Figure 1. M1 wires (run 1).
The bar under the picture is 50 um long. Cells faint in the background.
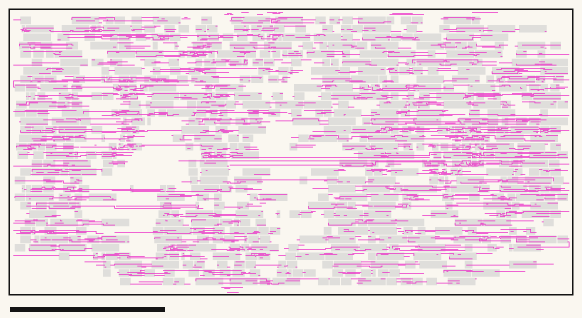
Figure 2. Metal 2 (run 1).
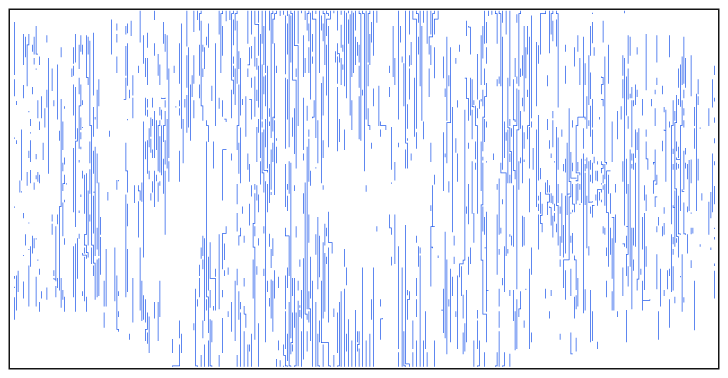
Figure 3. Met3 routing (run 1).
The bar under the picture is 50 um long.
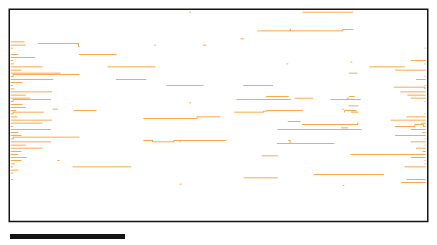
Figure 4. Signal wires on met4 (run 1).
The bar under the picture is 50 um long.
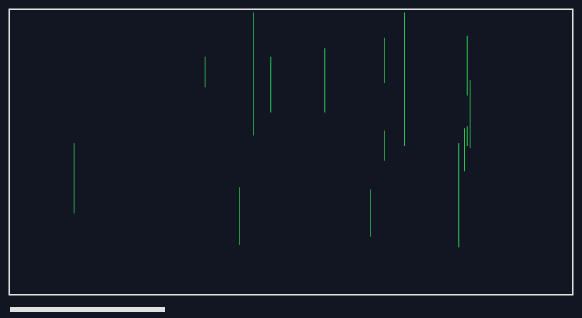
==> config.mk <==
export PLATFORM = sky130hd
export DESIGN_NAME = io_port_bank
export DESIGN_NICKNAME = d
export VERILOG_FILES = /design/src/rtl/io_pkg.sv /design/src/rtl/io_sync2.sv /design/src/rtl/io_port_bank.sv
export SDC_FILE = /design/constraint.sdc
export NUM_CORES = 1
export LEC_CHECK = 0
export CAP_MARGIN = 20
export CORE_ASPECT_RATIO = 0.5
export CORE_UTILIZATION = 44
export CTS_BUF_LIST = sky130_fd_sc_hd__clkbuf_4
export CTS_CLUSTER_SIZE = 8
export DETAILED_ROUTE_END_ITERATION = 8
export PLACE_DENSITY = 0.76
export SLEW_MARGIN = 5
export SYNTH_ARGS = -nofsm -noshare
export SYNTH_HDL_FRONTEND = slang
export SYNTH_SLANG_ARGS = --single-unit
==> constraint.sdc <==
create_clock -name clk -period 7.4 [get_ports clk]
set_input_delay 1.48 -clock clk [delete_from_list [all_inputs] [get_ports clk]]
set_output_delay 1.48 -clock clk [all_outputs]
set_load 0.03 [all_outputs]
==> run summary, run 1 <==
run results: flop share of the area 0.535, Synth-to-Final Area Change 40.6%, FFs w/ async S/R, synth 1.00, Biggest Area Class sequential cells, final instance area 9970 um2, placed insts 832, sequential share of power 0.539, cell type with the largest total area dfrtp_1, # diodes 0, Max Cap Viol 0, Signal buf overhead 0.208, CP Depth 7, Insertion Delay late pin 0.62 ns, Slew headroom 0.535, outcome complete, no violations, Crit path arrival time 4.52 ns, # DRC 0, yosys synthesis warning count 0, DRT Pass-1 Iters 4, clock buffers 69, Logic power comb 138 uW, Tightest Hold Check Type reg2reg, pre-CTS WS 2.28 ns, Cell Type Count 36, area fraction in mux cells 0.108, multi-input logic area 1640 um2, # rows 32, Overall Power 2.24 mW, initial antenna violation count 0, CP Buf/Inv Count 1, Top Layer Used met4, 1st-iter DRT viols 194, Crit-path slowest cell or4_1, Worst-path clk slew 0.07 ns, yosys xor share 0.00124, Clock Sinks 213, Compound Share, Synth 0.0749, WL met1 7240 um, fp util 0.455, unrepaired setup endpoints after global routing no, switching share of power 0.227, final estimated routing congestion in global placement 0.745, CTS H-tree lvls 2, fa+ha+maj area frac 0.00424, worst path cell trace clkdlybuf4s50_1 > or4_1 > a2111oi_0 > nor2_1 > nor4_4 > and2_0 > mux2_2, ClkCell Share 0.0595, WS Path Type in2reg, Final Cycle Share 0.548, Yosys Instances 437, nonclk buf count 206, VDD IR max 96.5 uV, Crit Path Max Fanout 6, Final WS setup 3.34 ns, multi-input gates 194, first-pass GRT wire length 26500 um, fin. max-slew vios 0, yosys simple share 0.0431, post-CTS setup buffer count 0, inverter count 17, internal power 1.73 mW, CP delay by family, top simple AND/OR/NAND/NOR gates, sequential area share after synthesis 0.752, Max clock buf depth 3, Vias per Instance 4.98, count leader, synth dfrtp_1, Top cells excl fill/tap 213 x dfrtp_1, 202 x clkdlybuf4s50_1, 69 x clkbuf_4, Synth Instances 437, Yosys chip area 7090 um2, actual slew at the worst max-slew pin 0.697 ns, Yosys reg bits 213, register area 5330 um2, Pwr top registers, Post-Layout Cell Count 913, TritonCTS Buffers 48, Core Region 15600 um2, share of cells above drive strength 1 0.169, CP startpoint kind input port, setup total negative slack 0 ns, area fraction of the dominant cell type after synthesis 0.752, CTS tree yes, largest net degree at the start of global routing 160, I/O pin cnt 203, Final Util 0.640, Log Warnings 28, NumNets Final 798, hold-fix buffers at CTS 0, number of global-route vias before repair 4966, GR peak layer met2, Syn Nets 555, hpwl dp 11500 um, flop count 213, Routed Antenna Nets 0, Post-synth EDFFs 0, Resize count post-CTS 0, Die ar. 16600 um2, syn_area_per_cell 16.2 um2, Filler cells 1173, Sequential Power 1.21 mW, Final Hold Viols 0, met3 wire length 1090 um, Avg WL per Cell 18.5 um, width of the die 181 um, flop-to-flop setup slack 5.92 ns, Max stage delay on crit path 0.67 ns, Finish-stage setup viols 0, Power Density 225 nW/um2, crit end category flip-flop, Clk. pwr 897 uW, total grt overflow 0, reg2reg path depth 4, # Taps 204
Back to the opening pictures, Figure 1:
nets with wire on the layer: 720
share of all routed wire: 43%
main direction: horizontal
wire length on this layer: 7240 um
longest straight run: 71.3 um
met1 Resource Use GR: 0.264
DRT Wirelength: 16900 um
via count: 4548

Back to the opening pictures, Figure 2:
share of all routed wire: 49%
wire length on this layer: 8240 um
main direction: vertical
met2 Use GR: 0.350

Back to the opening pictures, Figure 3:
nets with wire on the layer: 92
wire length on this layer: 1090 um
longest straight run: 37.0 um
GR Layer Usage met3: 0.0612

Back to the opening pictures, Figure 4:
main direction: vertical
wire length on this layer: 303 um
nets with wire on the layer: 12

Figure 5. Clock routing (run 1).
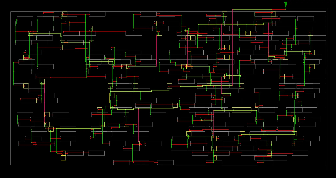

==> run 1 -> run 2 <==
Settings changed: CORE_UTILIZATION 44 to 49, PLACE_DENSITY 0.76 to 0.8.
Clock period 7.4 ns to 3.95 ns, I/O delays scaled along.
Figure 6. Clock routing (run 2).
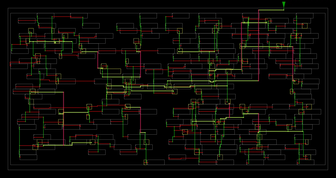
clock buffers: 63
clock skew: 0.0276 ns
Insertion Delay late pin: 0.59 ns
Clk. pwr: 1.59 mW
flop count: 213

Figure 7. Metal 2 (run 2).
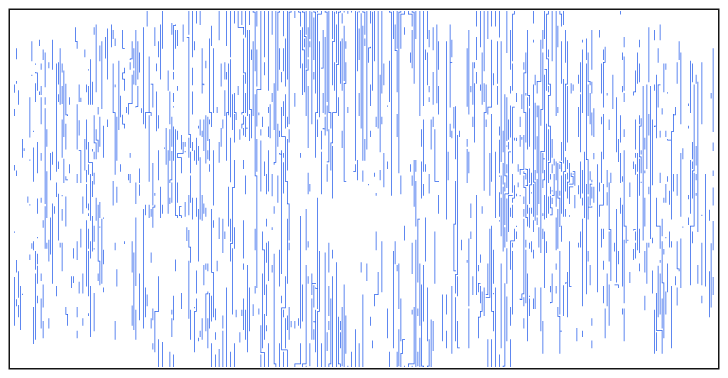
share of all routed wire: 49%
wire length on this layer: 8270 um
main direction: vertical
DRT Wirelength: 16800 um
via count: 4634
met2 Use GR: 0.385

==> run 2 against run 1 <==
Clock power grew 77%. Global-route usage rose by 2.1 points. Sequential share of layout area is 0.43 points lower. Critical endpoint is now out_ports[16]$_DFFE_PP0P_. Largest cell class unchanged. Largest power group unchanged. Critical path depth increased by 1.
==> run summary, run 2 <==
run results: hpwl dp 11900 um (+3.5%), multi-input gates 194 (unchanged), actual slew at the worst max-slew pin 0.712 ns (+0.0151 ns), reg2reg path depth 4 (unchanged), Yosys chip area 7090 um2 (unchanged), CP delay by family, top simple AND/OR/NAND/NOR gates, CP startpoint kind input port, Synth-to-Final Area Change 41.8%, Sequential Power 2.27 mW (+88%), I/O pin cnt 203 (unchanged), CP Depth 8 (+1), Yosys reg bits 213 (unchanged), Vias per Instance 5.08 (+2.0%), Core Region 13800 um2 (-11%), Filler cells 971 (-17%), final instance area 10000 um2 (+0.82%), number of global-route vias before repair 4860 (-2.1%), outcome complete, no violations, Final Hold Viols 0 (unchanged), Final Cycle Share 0.807, setup total negative slack 0 ns (unchanged), yosys simple share 0.0431 (unchanged), Synth Instances 437 (unchanged), Crit Path Max Fanout 9 (+3), WS Path Type in2reg, # diodes 0 (unchanged), CTS H-tree lvls 2 (unchanged), 1st-iter DRT viols 248 (+28%), WL met1 6880 um (-5.1%), Signal buf overhead 0.220 (+0.0119), switching share of power 0.226 (-0.00137), count leader, synth dfrtp_1, Resize count post-CTS 0 (unchanged), Top Layer Used met4, share of cells above drive strength 1 0.175 (+0.00575), Top cells excl fill/tap 213 x dfrtp_1, 202 x clkdlybuf4s50_1, 63 x clkbuf_4, flop share of the area 0.531 (-0.00433), yosys xor share 0.00124 (unchanged), Biggest Area Class sequential cells, sequential area share after synthesis 0.752 (unchanged), worst path cell trace clkdlybuf4s50_1 > or4_1 > a2111oi_0 > nor2_1 > nor4_4 > buf_4 > nand2_2 > mux2_1, Post-synth EDFFs 0 (unchanged), sequential share of power 0.549 (+0.010), Slew headroom 0.524 (-0.0116), area fraction in mux cells 0.108 (unchanged), crit end category flip-flop, fp util 0.513 (+0.0580), Clock Sinks 213 (unchanged), Log Warnings 26 (-7.1%), met1 Resource Use GR 0.288 (+0.0238), Crit-path slowest cell or4_1, Routed Antenna Nets 0 (unchanged), # DRC 0 (unchanged), yosys synthesis warning count 0 (unchanged), flop-to-flop setup slack 2.46 ns (-3.46 ns), Static Leak 4.55 nW, hold-fix buffers at CTS 0 (unchanged), Max Cap Viol 0 (unchanged), first-pass GRT wire length 25600 um (-3.5%), Max stage delay on crit path 0.64 ns (-0.03 ns), pre-CTS WS 0.164 ns (-2.11 ns), Die ar. 15000 um2 (-10%), Logic power comb 274 uW (+99%), Tightest Hold Check Type reg2reg, GR peak layer met2, Cell Type Count 36 (unchanged), fa+ha+maj area frac 0.00424 (unchanged), post-route minimum period 3.19 ns, unrepaired setup endpoints after global routing no, multi-input logic area 1640 um2 (unchanged), die height 87.0 um, Power Density 411 nW/um2 (+83%), Finish-stage setup viols 0 (unchanged), CP Buf/Inv Count 2 (+1), Compound Share, Synth 0.0749 (unchanged), inverter count 17 (unchanged), Max clock buf depth 3 (unchanged), Avg WL per Cell 18.4 um (-0.49%), initial antenna violation count 0 (unchanged), met3 wire length 1450 um (+32%), Final Util 0.727 (+0.0875), total grt overflow 0 (unchanged), register area 5330 um2 (unchanged), Syn Nets 555 (unchanged), DRT Pass-1 Iters 4 (unchanged), largest net degree at the start of global routing 54 (-66%), fin. max-slew vios 0 (unchanged), CTS tree yes, post-CTS setup buffer count 0 (unchanged), # rows 30 (-6.3%), # Taps 192 (-5.9%), power share of the combinational group 0.066, ClkCell Share 0.0554 (-0.00409), GR Layer Usage met3 0.0791 (+0.0179), Worst-path clk slew 0.07 ns (about the same), area fraction of the dominant cell type after synthesis 0.752 (unchanged), Crit path arrival time 3.65 ns (-0.87 ns), TritonCTS Buffers 46 (-4.2%), hold slack 0.335 ns, FFs w/ async S/R, synth 1.00 (unchanged), VDD IR max 220 uV (+130%), placed insts 834 (+0.24%), width of the die 172 um (-5.2%), Final WS setup 0.760 ns (-2.58 ns), syn_area_per_cell 16.2 um2 (unchanged)
Power is estimated from default activity; no workload was simulated.
